Run 1, sizing map:
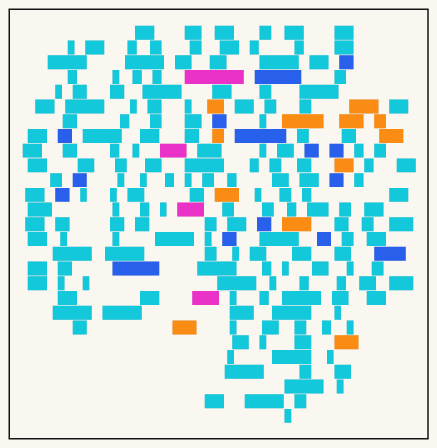
Run 1, close-up of the layout:
Window x 48 to 68, y 49 to 69 um. Cells in gray, sequential cells in the stronger gray; small squares are vias.
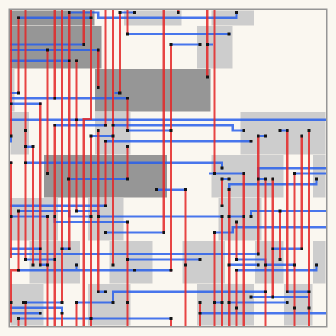
Run 1, cell density map:
8 x 8 tiles, from white (low) to dark blue (high), 0 to 100% covered.
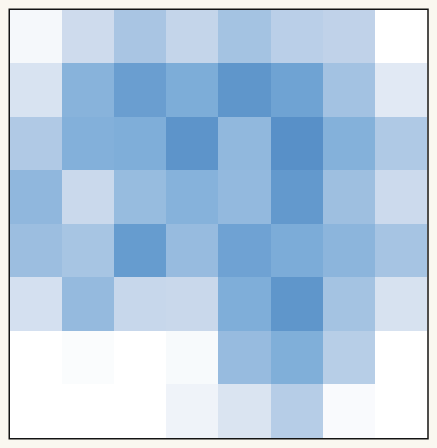
### config.mk
export PLATFORM = sky130hd
export DESIGN_NAME = mc_maindec
export DESIGN_NICKNAME = d
export VERILOG_FILES = /design/src/rtl/mc_maindec.sv
export SDC_FILE = /design/constraint.sdc
export NUM_CORES = 1
export LEC_CHECK = 0
export CAP_MARGIN = 10
export CELL_PAD_IN_SITES_DETAIL_PLACEMENT = 2
export CELL_PAD_IN_SITES_GLOBAL_PLACEMENT = 2
export CORE_AREA = 2 2 75 77
export DETAILED_ROUTE_END_ITERATION = 10
export DIE_AREA = 0 0 77 79
export PLACE_DENSITY = 0.85
export RECOVER_POWER = 25
export SLEW_MARGIN = 20
export SYNTH_ARGS = -nofsm -noshare
export SYNTH_HDL_FRONTEND = slang
export SYNTH_SLANG_ARGS = --single-unit
### constraint.sdc
create_clock -name clk -period 2.2 [get_ports clk]
set_input_delay 0.33 -clock clk [delete_from_list [all_inputs] [get_ports clk]]
set_output_delay 0.33 -clock clk [all_outputs]
set_load 0.02 [all_outputs]
### src/rtl/mc_maindec.sv
// Multi-cycle main control FSM for the RV32I core.
// Sequences FETCH/DECODE/EXEC/MEM/WB with memory handshakes, timeout and halt.
module mc_maindec #(
    parameter int TIMEOUT_W       = 8,
    parameter int MEM_TIMEOUT     = 255,
    parameter bit HALT_ON_ILLEGAL = 1'b1
) (
    input  logic       clk,
    input  logic       reset,
    input  logic [6:0] op,
    input  logic [2:0] funct3,
    input  logic       imem_ready,
    input  logic       dmem_ready,
    output logic       imem_req,
    output logic       ir_we,
    output logic       dmem_req,
    output logic       memwrite,
    output logic       memtoreg,
    output logic [2:0] memsize,
    output logic       branch,
    output logic       jump,
    output logic       jumpsrc,
    output logic [1:0] alusrc,
    output logic       alusrc_a_zero,
    output logic       regwrite,
    output logic       pc_we,
    output logic       hlt,
    output logic [1:0] fault,
    output logic [2:0] state
);

    localparam logic [6:0] OP_LOAD   = 7'b0000011;
    localparam logic [6:0] OP_STORE  = 7'b0100011;
    localparam logic [6:0] OP_BRANCH = 7'b1100011;
    localparam logic [6:0] OP_JAL    = 7'b1101111;
    localparam logic [6:0] OP_JALR   = 7'b1100111;
    localparam logic [6:0] OP_LUI    = 7'b0110111;
    localparam logic [6:0] OP_AUIPC  = 7'b0010111;
    localparam logic [6:0] OP_I      = 7'b0010011;
    localparam logic [6:0] OP_R      = 7'b0110011;
    localparam logic [6:0] OP_SYSTEM = 7'b1110011;

    localparam logic [1:0] ALU_SRC_REG = 2'd0;
    localparam logic [1:0] ALU_SRC_IMM = 2'd1;
    localparam logic [1:0] ALU_SRC_PC  = 2'd2;
    localparam logic [1:0] ALU_SRC_NPC = 2'd3;

    localparam logic [TIMEOUT_W-1:0] TMO     = TIMEOUT_W'(MEM_TIMEOUT);
    localparam logic [TIMEOUT_W-1:0] CNT_MAX = '1;
    localparam bit                   TMO_EN  = (MEM_TIMEOUT != 0);

    typedef enum logic [2:0] {
        S_FETCH  = 3'd0,
        S_DECODE = 3'd1,
        S_EXEC   = 3'd2,
        S_MEM    = 3'd3,
        S_WB     = 3'd4,
        S_HALT   = 3'd5
    } state_t;

    typedef struct packed {
        logic       is_load;
        logic       is_store;
        logic       is_branch;
        logic       is_jal;
        logic       is_jalr;
        logic [1:0] alusrc;
        logic       a_zero;
        logic [2:0] memsize;
    } ctl_t;

    state_t               state_q, state_d;
    logic [TIMEOUT_W-1:0] cnt_q, cnt_d;
    logic [1:0]           fault_q, fault_d;
    ctl_t                 ctl_q, ctl_dec;
    logic                 dec_illegal;
    logic                 dec_system;
    logic                 wait_expired;

    assign wait_expired = TMO_EN && (cnt_q == TMO);

    // Opcode table: per-instruction controls captured at DECODE
    always_comb begin
        ctl_dec     = '0;
        dec_illegal = 1'b0;
        dec_system  = 1'b0;
        unique case (1'b1)
            op == OP_BRANCH: begin
                ctl_dec.is_branch = 1'b1;
                ctl_dec.alusrc    = ALU_SRC_REG;
            end
            op == OP_JAL: begin
                ctl_dec.is_jal = 1'b1;
                ctl_dec.alusrc = ALU_SRC_NPC;
                ctl_dec.a_zero = 1'b1;
            end
            op == OP_JALR: begin
                ctl_dec.is_jalr = 1'b1;
                ctl_dec.alusrc  = ALU_SRC_NPC;
                ctl_dec.a_zero  = 1'b1;
            end
            op == OP_LOAD: begin
                ctl_dec.is_load = 1'b1;
                ctl_dec.alusrc  = ALU_SRC_IMM;
                ctl_dec.memsize = funct3;
            end
            op == OP_STORE: begin
                ctl_dec.is_store = 1'b1;
                ctl_dec.alusrc   = ALU_SRC_IMM;
                ctl_dec.memsize  = funct3;
            end
            op == OP_LUI: begin
                ctl_dec.alusrc = ALU_SRC_IMM;
                ctl_dec.a_zero = 1'b1;
            end
            op == OP_AUIPC: begin
                ctl_dec.alusrc = ALU_SRC_PC;
                ctl_dec.a_zero = 1'b1;
            end
            op == OP_I: ctl_dec.alusrc = ALU_SRC_IMM;
            op == OP_R: ctl_dec.alusrc = ALU_SRC_REG;
            op == OP_SYSTEM: dec_system = 1'b1;
            default: dec_illegal = 1'b1;
        endcase
    end

    // Next state, fault capture and per-state strobes
    always_comb begin
        state_d  = state_q;
        fault_d  = fault_q;
        imem_req = 1'b0;
        ir_we    = 1'b0;
        dmem_req = 1'b0;
        memwrite = 1'b0;
        memtoreg = 1'b0;
        branch   = 1'b0;
        jump     = 1'b0;
        jumpsrc  = 1'b0;
        regwrite = 1'b0;
        pc_we    = 1'b0;
        hlt      = 1'b0;
        unique case (state_q)
            S_FETCH: begin
                imem_req = 1'b1;
                if (imem_ready) begin
                    ir_we   = 1'b1;
                    state_d = S_DECODE;
                end else if (wait_expired) begin
                    fault_d = 2'd2;
                    state_d = S_HALT;
                end
            end
            S_DECODE: begin
                if (dec_system) begin
                    state_d = S_HALT;
                end else if (dec_illegal) begin
                    fault_d = 2'd1;
                    if (HALT_ON_ILLEGAL) begin
                        state_d = S_HALT;
                    end else begin
                        pc_we   = 1'b1;
                        state_d = S_FETCH;
                    end
                end else begin
                    state_d = S_EXEC;
                end
            end
            S_EXEC: begin
                jump    = ctl_q.is_jal | ctl_q.is_jalr;
                jumpsrc = ctl_q.is_jalr;
                if (ctl_q.is_branch) begin
                    branch  = 1'b1;
                    pc_we   = 1'b1;
                    state_d = S_FETCH;
                end else if (ctl_q.is_load | ctl_q.is_store) begin
                    state_d = S_MEM;
                end else begin
                    state_d = S_WB;
                end
            end
            S_MEM: begin
                dmem_req = 1'b1;
                memwrite = ctl_q.is_store;
                if (dmem_ready) begin
                    if (ctl_q.is_store) begin
                        pc_we   = 1'b1;
                        state_d = S_FETCH;
                    end else begin
                        state_d = S_WB;
                    end
                end else if (wait_expired) begin
                    fault_d = 2'd3;
                    state_d = S_HALT;
                end
            end
            S_WB: begin
                regwrite = 1'b1;
                pc_we    = 1'b1;
                memtoreg = ctl_q.is_load;
                jump     = ctl_q.is_jal | ctl_q.is_jalr;
                jumpsrc  = ctl_q.is_jalr;
                state_d  = S_FETCH;
            end
            S_HALT: hlt = 1'b1;
            default: state_d = S_HALT;
        endcase
    end

    // Wait counter restarts on every state change and saturates
    always_comb begin
        cnt_d = cnt_q;
        if (state_d != state_q) begin
            cnt_d = '0;
        end else if ((state_q == S_FETCH || state_q == S_MEM) &&
                     cnt_q != CNT_MAX) begin
            cnt_d = cnt_q + 1'b1;
        end
    end

    // State, wait counter, sticky fault and latched decode controls
    always_ff @(posedge clk) begin
        if (reset) begin
            state_q <= S_FETCH;
            cnt_q   <= '0;
            fault_q <= 2'd0;
            ctl_q   <= '0;
        end else begin
            state_q <= state_d;
            cnt_q   <= cnt_d;
            fault_q <= fault_d;
            if (state_q == S_DECODE) begin
                ctl_q <= ctl_dec;
            end
        end
    end

    assign memsize       = ctl_q.memsize;
    assign alusrc        = ctl_q.alusrc;
    assign alusrc_a_zero = ctl_q.a_zero;
    assign fault         = fault_q;
    assign state         = state_q;

endmodule
==> reports/qor.csv, run 1 <==
stage,metric,value,unit
status,run status,finished clean,
critical_path,slack of the worst reg-to-reg path,0.19,ns
clocking,clock slew at reported path FFs,0.09,ns
floorplan,die area,6080,um^2
clocking,TritonCTS clock tree,yes,
final_layout,post-route insts no fill,278,
synth,area fraction in mux cells,0.0138,
synth,Synth Area in Simple Gates,0.286,
critical_path,FF-to-FF path depth,6,
timing,Max Clk Rate,481,MHz
floorplan,I/O Pins,36,
power,total power of the final layout,1.14,mW
global_route,met1 Usage GRT,0.199,
global_route,global-route wire length before repair,8160,um
synth,Dominant flop cell,sky130_fd_sc_hd__dfxtp_1,
critical_path,category of the worst setup path capture point,output port,
run,max-capacitance violation count,0,
critical_path,Critical R2R Capture,alusrc[1]$_SDFFE_PP0P_,
critical_path,"Worst Path Class, Setup",reg2out,
floorplan,die boundary width,77,um
critical_path,"Arr. time, crit path",1.75,ns
power,Power Internal,0.816,mW
drt,met2 routed wirelength,2660,um
synth,share of flip-flops with an asynchronous set or reset,0,
timing,post-layout worst setup margin,0.122,ns
global_route,GR Layer Usage met2,0.325,
synth,"area fraction in full adders, half adders and majority gates",0.00863,
critical_path,largest stage delay on the critical path,0.61,ns
power,power density of the placed cells,574,nW/um^2
critical_path,R2R Path Start,state[1]$_SDFF_PP0_,
clocking,CTS root buffer,sky130_fd_sc_hd__clkbuf_8,
critical_path,worst-path cell chain,nand2b_1 > nor2_2 > and2_1 > clkdlybuf4s50_1,
global_route,Total Routing Usage GR,0.173,
synth,yosys stat area,1450,um^2
synth,count of flip-flops with a built-in enable after synthesis,0,
global_route,busiest layer in global routing,met2,
run,OpenROAD warnings,26,
global_route,largest net degree at the start of global routing,19,
min_path,startpoint of the worst hold path,ctl_q[7]$_SDFFE_PP0P_,
drt,post-route antenna net violation count,0,
synth,warning count from the yosys run,0,
floorplan,Rows,27,
drt,total via count after detailed routing,1433,
synth,Syn Std Cell Area,1450,um^2
clocking,"Clk Latency, worst-skew pair",0.27,ns
timing,count of final max-slew check failures,0,
global_route,met3 Use GR,0.0193,
placed_design,count of placed standard cells including taps,274,
timing,count of final hold-check violations,0,
synth,biggest area cells,"sky130_fd_sc_hd__dfxtp_1 (33%), sky130_fd_sc_hd__nor2_1 (5.7%), sky130_fd_sc_hd__buf_4 (3.1%)",
critical_path,library cell contributing the largest single delay on the critical path,sky130_fd_sc_hd__clkdlybuf4s50_1,
critical_path,required time of the critical path,1.87,ns
drt,number of remaining DRC errors,0,
final_layout,post-route cell area,1980,um^2
critical_path,startpoint type of the worst setup path,register,
synth,per-instance average area after synthesis,8.58,um^2
synth,xor-xnor portion of the synthesized cell area,0.0544,
synth,ranking of synthesized cells by instance count,"sky130_fd_sc_hd__dfxtp_1 (24), sky130_fd_sc_hd__nor2_1 (22), sky130_fd_sc_hd__nand2_1 (9), sky130_fd_sc_hd__a21oi_1 (8), sky130_fd_sc_hd__nor3_1 (7)",
final_layout,Area growth syn-to-layout,36.8,%
clocking,clock sink count,24,
timing,transition time at the pin with the least slew margin,0.557,ns
placed_design,sum of net half-perimeters after detailed placement,3830,um
synth,register area share after synthesis,0.331,
final_layout,top logic cell by instance count in the layout,sky130_fd_sc_hd__dfxtp_1,
synth,synthesized netlist cell count,169,
placed_design,Post-Place Worst Slack,0.0207,ns
clocking,hold-fix buffer count after cts,0,
floorplan,Floorplan Utilization,0.272,
timing,unrepaired setup endpoints after global routing,false,
synth,number of distinct library cells after synthesis,51,
final_layout,fraction of layout instances using a drive strength above 1,0.150,
## Picture notes: 'sizing map'
- _6 and larger: magenta (cells 4; share 1.9%; most used clkbuf_8)
- _3 and _4 cells: blue (cells 15; share 7.3%; most used buf_4)
- _0 and _1 cells: cyan (cells 175; share 85%; most used dfxtp_1)
- _2 cells: orange (cells 12; share 5.8%)

## Picture notes: 'close-up of the layout'
- metal 2: red
- metal 1: blue
- most frequent: nand2b_1 (3)
- sequential cells in the window: 3
- cells with their middle in the window: 18
- netlist names of flops here include: `state` (2), `fault` (1)

## Picture notes: 'cell density map'
- fullest tile: 61%
- emptiest ninth of the die: south-west
- mean over tiles: 31%

## run 1: power by group through the flow
stage	registers (mW)	logic [mW]	clock network [mW]
2_1_floorplan	0.484	0.159	0
4_1_cts	0.475	0.282	0.405
3_3_place_gp	0.481	0.266	0
5_1_grt	0.479	0.299	0.427
3_5_place_dp	0.483	0.280	0
6_report	0.475	0.276	0.388
## run 1: area by class of cell
cell class | count | area [um^2]
Fill cell | 624 | 3350
Multi-Input combinational cell | 129 | 887
Sequential cell | 24 | 485
Timing Repair Buffer | 46 | 439
Tap cell | 72 | 90.1
Clock buffer | 3 | 41.3
Clock inverter | 1 | 30.0
Inverter | 3 | 11.3
## run 1: sequential cells by signal, indices dropped and copies added, names as in the netlist
register	flops
memsize	3
state	3
alusrc	2
ctl_q	5
cnt_q	8
alusrc_a_zero	1
fault	2
## run 1: worst max path at each step
| stage | start | endpoint | cells after the start |
|---|---|---|---|
| CTS | state[0]$_SDFF_PP0_ | hlt | 3 |
| floorplan | state[0]$_SDFF_PP0_ | pc_we | 4 |
| detailed placement | dmem_ready | cnt_q[6]$_SDFFE_PP0P_ | 6 |
| finish | state[1]$_SDFF_PP0_ | memtoreg | 4 |
| global placement | dmem_ready | pc_we | 3 |
| global route | state[1]$_SDFF_PP0_ | alusrc[1]$_SDFFE_PP0P_ | 6 |
## run 1: critical path, delay by kind of cell, from the launching register on
family | cells | cell delay [ns]
DFF | 1 | 0.36
and+or+nand+nor | 3 | 0.51
buffers and inverters | 1 | 0.61
## run 1: what timing repair did
item / in CTS / in global routing
setup endpoints to repair: 7 / 5
gates cloned: 0 / 0
resized: 7 / 8
==> inputs of run 2 (changes only) <==
SLEW_MARGIN = unset   (was 20)
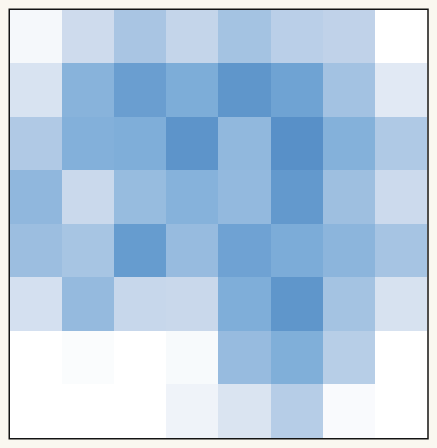
Run 2: cell density map
8 x 8 tiles, from white (low) to dark blue (high), 0 to 100% covered.
- fullest tile: 61%
- nearly empty tiles: 13%
- mean over tiles: 31%

==> run 2 against run 1 <==
  * Worst hold slack stayed put
  * Combinational power hardly changed
  * Setup slack unchanged
  * Largest cell class unchanged
  * Sequential cell count unchanged
  * Maximum frequency did not move
  * Synthesized cell count did not move
  * Sequential power about the same
  * Utilization unchanged
  * Non-clock buffer count stayed put
  * Design area is the same
  * Global-route usage did not move
  * Final cell count is the same
==> reports/qor.csv, run 2 <==
stage,metric,value,unit
floorplan,Floorplan Utilization,0.272,
status,run status,finished clean,
drt,total via count after detailed routing,1433,
placed_design,sum of net half-perimeters after detailed placement,3830,um
min_path,number of cells traversed by the worst hold path,2,
synth,area fraction in mux cells,0.0138,
floorplan,die area,6080,um^2
synth,synthesized netlist cell count,169,
drt,post-route antenna net violation count,0,
synth,Syn Std Cell Area,1450,um^2
synth,Synth Area in Simple Gates,0.286,
timing,transition time at the pin with the least slew margin,0.557,ns
final_layout,final-stage net count,222,
run,max-capacitance violation count,0,
final_layout,biggest regs,"cnt_q x8, ctl_q x5",
synth,per-instance average area after synthesis,8.58,um^2
synth,warning count from the yosys run,0,
timing,Max Clk Rate,481,MHz
critical_path,startpoint type of the worst setup path,register,
critical_path,worst-path cell chain,nand2b_1 > nor2_2 > and2_1 > clkdlybuf4s50_1,
global_route,met1 Usage GRT,0.199,
synth,register area share after synthesis,0.331,
timing,count of final hold-check violations,0,
critical_path,library cell contributing the largest single delay on the critical path,sky130_fd_sc_hd__clkdlybuf4s50_1,
critical_path,"Arr. time, crit path",1.75,ns
critical_path,Critical R2R Capture,alusrc[1]$_SDFFE_PP0P_,
synth,most frequent cell after synthesis,sky130_fd_sc_hd__dfxtp_1,
drt,top routing layer used,met4,
synth,yosys stat area,1450,um^2
clocking,number of gates resized after CTS,7,
clocking,"Clk Latency, worst-skew pair",0.27,ns
drt,Total Wirelength,5010,um
global_route,busiest layer in global routing,met2,
final_layout,register containing the most flip-flops in the final layout,cnt_q,
placed_design,Post-Place Worst Slack,0.0207,ns
global_route,met3 Use GR,0.0193,
drt,drt via density,5.15,
clocking,H-tree levels,1,
min_path,worst hold path type,reg2reg,
clocking,clock sink count,24,
floorplan,Rows,27,
floorplan,I/O Pins,36,
run,OpenROAD warnings,26,
global_route,GR Layer Usage met2,0.325,
floorplan,area of the core,5340,um^2
timing,post-layout worst setup margin,0.122,ns
timing,portion of the clock cycle consumed by the worst path in the final layout,0.945,
synth,xor-xnor portion of the synthesized cell area,0.0544,
critical_path,FF-to-FF path depth,6,
critical_path,slack of the worst reg-to-reg path,0.19,ns
final_layout,top logic cell by instance count in the layout,sky130_fd_sc_hd__dfxtp_1,
global_route,global-route wire length before repair,8160,um
min_path,startpoint of the worst hold path,ctl_q[7]$_SDFFE_PP0P_,
clocking,hold-fix buffer count after cts,0,
global_route,Total Routing Usage GR,0.173,
global_route,largest net degree at the start of global routing,19,
synth,number of distinct library cells after synthesis,51,
clocking,Max Buffers Root-to-Sink,2,
critical_path,required time of the critical path,1.87,ns
critical_path,kind of cell adding the most delay to the critical path,buffers and inverters,
clocking,TritonCTS clock tree,yes,
power,power density of the placed cells,574,nW/um^2
synth,"area fraction in full adders, half adders and majority gates",0.00863,
synth,count of flip-flops with a built-in enable after synthesis,0,
final_layout,number of filler instances in the final layout,624,
clocking,clock slew at reported path FFs,0.09,ns
synth,ranking of synthesized cells by instance count,"sky130_fd_sc_hd__dfxtp_1 (24), sky130_fd_sc_hd__nor2_1 (22), sky130_fd_sc_hd__nand2_1 (9), sky130_fd_sc_hd__a21oi_1 (8), sky130_fd_sc_hd__nor3_1 (7)",
synth,biggest area cells,"sky130_fd_sc_hd__dfxtp_1 (33%), sky130_fd_sc_hd__nor2_1 (5.7%), sky130_fd_sc_hd__buf_4 (3.1%)",
timing,count of final max-slew check failures,0,
drt,met2 routed wirelength,2660,um
critical_path,number of buffers and inverters on the critical path,1,
power,total power of the final layout,1.14,mW
drt,drt first pass iters,4,
timing,unrepaired setup endpoints after global routing,false,
critical_path,category of the worst setup path capture point,output port,
floorplan,die boundary width,77,um
final_layout,fraction of layout instances using a drive strength above 1,0.150,
timing,final worst path period need,2.08,ns
final_layout,max reg flops,8,
synth,Dominant flop cell,sky130_fd_sc_hd__dfxtp_1,
final_layout,Area growth syn-to-layout,36.8,%
final_layout,post-route cell area,1980,um^2
drt,number of remaining DRC errors,0,
synth,share of flip-flops with an asynchronous set or reset,0,
critical_path,R2R Path Start,state[1]$_SDFF_PP0_,
timing,count of final setup violators,0,
critical_path,largest stage delay on the critical path,0.61,ns
clocking,CTS root buffer,sky130_fd_sc_hd__clkbuf_8,
critical_path,"Worst Path Class, Setup",reg2out,
run 2: tightest hold or removal path, delay by kind of cell, from the launching register on:
family          cells  cell delay (ns)
compound gates      1             0.06
flops               1             0.32
simple gates        1             0.06
run 2: power breakdown:
| part | leakage [nW] | switching [mW] | internal, mW |
|---|---|---|---|
| clock network | 0.0357 | 0.145 | 0.243 |
| registers | 0.196 | 0.0217 | 0.454 |
| logic | 0.563 | 0.157 | 0.119 |
run 2: how the worst max path moves through the flow:
| stage | cells after the start | slack, ns | start | end |
|---|---|---|---|---|
| floorplan | 4 | 0.26 | state[0]$_SDFF_PP0_ | pc_we |
| global placement | 3 | 0.17 | dmem_ready | pc_we |
| detailed placement | 6 | 0.02 | dmem_ready | cnt_q[6]$_SDFFE_PP0P_ |
| CTS | 3 | 0.02 | state[0]$_SDFF_PP0_ | hlt |
| global route | 6 | 0.05 | state[1]$_SDFF_PP0_ | alusrc[1]$_SDFFE_PP0P_ |
| finish | 4 | 0.12 | state[1]$_SDFF_PP0_ | memtoreg |
run 2: cell type report:
cell class	instances	area, um^2	share of cell area
multi-input combinational	129	887	0.447
sequential	24	485	0.245
timing repair buffer	46	439	0.221
tap	72	90.1	0.0454
clock buffer	3	41.3	0.0208
clock inverter	1	30.0	0.0151
inverter	3	11.3	0.00567
run 2: logic make-up (layout without fill, tap and decap cells):
kind of cell / Yosys count / after routing
AND-OR/OR-AND: 43 / 43
flip-flops: 24 / 24
buffers and inverters: 16 / 53
multiplexers: 2 / 2
adder cells (fa/ha/maj): 1 / 1
AND/OR/NAND/NOR: 74 / 74
XOR/XNOR: 9 / 9
run 2: stage by stage:
stage / utilization / instances
after global placement: 0.353 / 274
after floorplan: - / 169
after CTS: 0.368 / 278
after detailed placement: 0.353 / 274
final: 0.372 / 278
after global routing: 0.372 / 278
==> inputs of run 3 (changes only) <==
clock period = 2.3 ns   (was 2.2 ns; I/O delays follow)
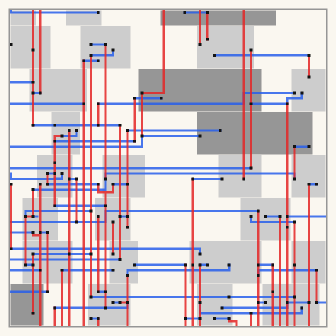
Run 3: close-up of the layout
Window x 48 to 68, y 49 to 69 um. Cells in gray, sequential cells in the stronger gray; small squares are vias.
- metal 1: blue
- metal 2: red
- most frequent: buf_4 (5)
- sequential cells in the window: 2
- netlist names of flops here include: `state` (2)
- cells with their middle in the window: 22

==> run 3 against run 2 <==
  * Sequential share of layout area up 0.68 points
  * Sequential power down 5.3%
  * Synthesized cell count unchanged
  * Die size unchanged
  * Global-route usage down 2.0 points
  * Utilization down 1.2 points
  * Worst hold slack worse by 0.0082 ns
  * Critical endpoint is now pc_we
  * Largest cell class unchanged
  * Largest power group unchanged
  * Highest routed layer unchanged
==> reports/qor.csv, run 3 <==
stage,metric,value,unit
synth,most frequent cell after synthesis,sky130_fd_sc_hd__dfxtp_1,
synth,area fraction in mux cells,0.0138,
floorplan,die area,6080,um^2
placed_design,sum of net half-perimeters after detailed placement,3480,um
critical_path,R2R Path Start,state[0]$_SDFF_PP0_,
synth,count of flip-flops with a built-in enable after synthesis,0,
final_layout,register containing the most flip-flops in the final layout,cnt_q,
timing,final worst path period need,2.24,ns
synth,xor-xnor portion of the synthesized cell area,0.0544,
drt,number of remaining DRC errors,0,
clocking,H-tree levels,1,
drt,Total Wirelength,4470,um
power,sequential share of power,0.465,
critical_path,"Worst Path Class, Setup",reg2out,
power,combinational fraction of design power,0.270,
synth,"area fraction in full adders, half adders and majority gates",0.00863,
timing,post-layout worst setup margin,0.0640,ns
timing,count of final setup violators,0,
critical_path,destination of the critical timing path,pc_we,
synth,synthesized netlist cell count,169,
synth,ranking of synthesized cells by instance count,"sky130_fd_sc_hd__dfxtp_1 (24), sky130_fd_sc_hd__nor2_1 (22), sky130_fd_sc_hd__nand2_1 (9), sky130_fd_sc_hd__a21oi_1 (8), sky130_fd_sc_hd__nor3_1 (7)",
synth,Dominant flop cell,sky130_fd_sc_hd__dfxtp_1,
status,run status,finished clean,
clocking,clock slew at reported path FFs,0.09,ns
drt,post-route antenna net violation count,0,
floorplan,Rows,27,
global_route,Total Routing Usage GR,0.152,
timing,Max Clk Rate,447,MHz
global_route,global-route wire length before repair,7380,um
floorplan,die boundary width,77,um
final_layout,fraction of layout instances using a drive strength above 1,0.138,
power,total power of the final layout,0.967,mW
floorplan,area of the core,5340,um^2
final_layout,final-stage net count,220,
final_layout,post-route cell area,1920,um^2
clocking,CTS root buffer,sky130_fd_sc_hd__clkbuf_8,
run,OpenROAD warnings,26,
clocking,Max Buffers Root-to-Sink,2,
power,Power Internal,0.667,mW
critical_path,Critical R2R Capture,alusrc[1]$_SDFFE_PP0P_,
global_route,largest net degree at the start of global routing,19,
critical_path,timing startpoint of the critical path,state[1]$_SDFF_PP0_,
power,P_clk,0.256,mW
final_layout,biggest regs,"cnt_q x8, ctl_q x5",
clocking,clock sink count,24,
placed_design,Post-Place Worst Slack,0.172,ns
final_layout,Area growth syn-to-layout,32.4,%
timing,count of final max-slew check failures,0,
final_layout,max reg flops,8,
drt,drt first pass iters,4,
synth,share of flip-flops with an asynchronous set or reset,0,
synth,register area share after synthesis,0.331,
timing,unrepaired setup endpoints after global routing,false,
final_layout,top logic cell by instance count in the layout,sky130_fd_sc_hd__clkdlybuf4s50_1,
critical_path,required time of the critical path,1.96,ns
min_path,worst hold path type,reg2reg,
power,clock network power share,0.265,
run,max-capacitance violation count,0,
run 3: critical path: stages (launching register included):
cell and delay, ns:
sky130_fd_sc_hd__dfxtp_2 0.37, sky130_fd_sc_hd__nor2b_2 0.18, sky130_fd_sc_hd__and3_1 0.22, sky130_fd_sc_hd__a211o_1 0.30, sky130_fd_sc_hd__clkdlybuf4s50_1 0.55
run 3: how the worst min path moves through the flow:
stage / from / endpoint
floorplan: ctl_q[7]$_SDFFE_PP0P_ / ctl_q[7]$_SDFFE_PP0P_
finish: fault[0]$_SDFFE_PP0P_ / fault[0]$_SDFFE_PP0P_
global route: fault[0]$_SDFFE_PP0P_ / fault[0]$_SDFFE_PP0P_
detailed placement: ctl_q[7]$_SDFFE_PP0P_ / ctl_q[7]$_SDFFE_PP0P_
global placement: ctl_q[7]$_SDFFE_PP0P_ / ctl_q[7]$_SDFFE_PP0P_
CTS: fault[0]$_SDFFE_PP0P_ / fault[0]$_SDFFE_PP0P_
run 3: stage by stage:
step / util / std cells
final: 0.360 / 275
after global placement: 0.350 / 272
after detailed placement: 0.350 / 272
after global routing: 0.360 / 275
after floorplan: - / 169
after CTS: 0.360 / 275
run 3: per-layer routing:
metal / vias to the layer above / track usage
met5: - / 0
met4: 0 / 0.0429
met3: 4 / 0.0148
met2: 28 / 0.280
met1: 699 / 0.190
li1: 679 / -
run 3: what timing repair did:
item,4_1_cts,5_1_grt
pin swaps,0,0
setup endpoints to repair,1,3
buffers inserted,0,0
resized,4,1
run 3: final cells by class:
class                      count  area [um^2]
inverter                       3         11.3
clock buffer                   3         41.3
multi-input combinational    129          877
timing repair buffer          44          418
tap                           72         90.1
sequential                    24          483
fill                         641         3420
Power is estimated from default activity; no workload was simulated.
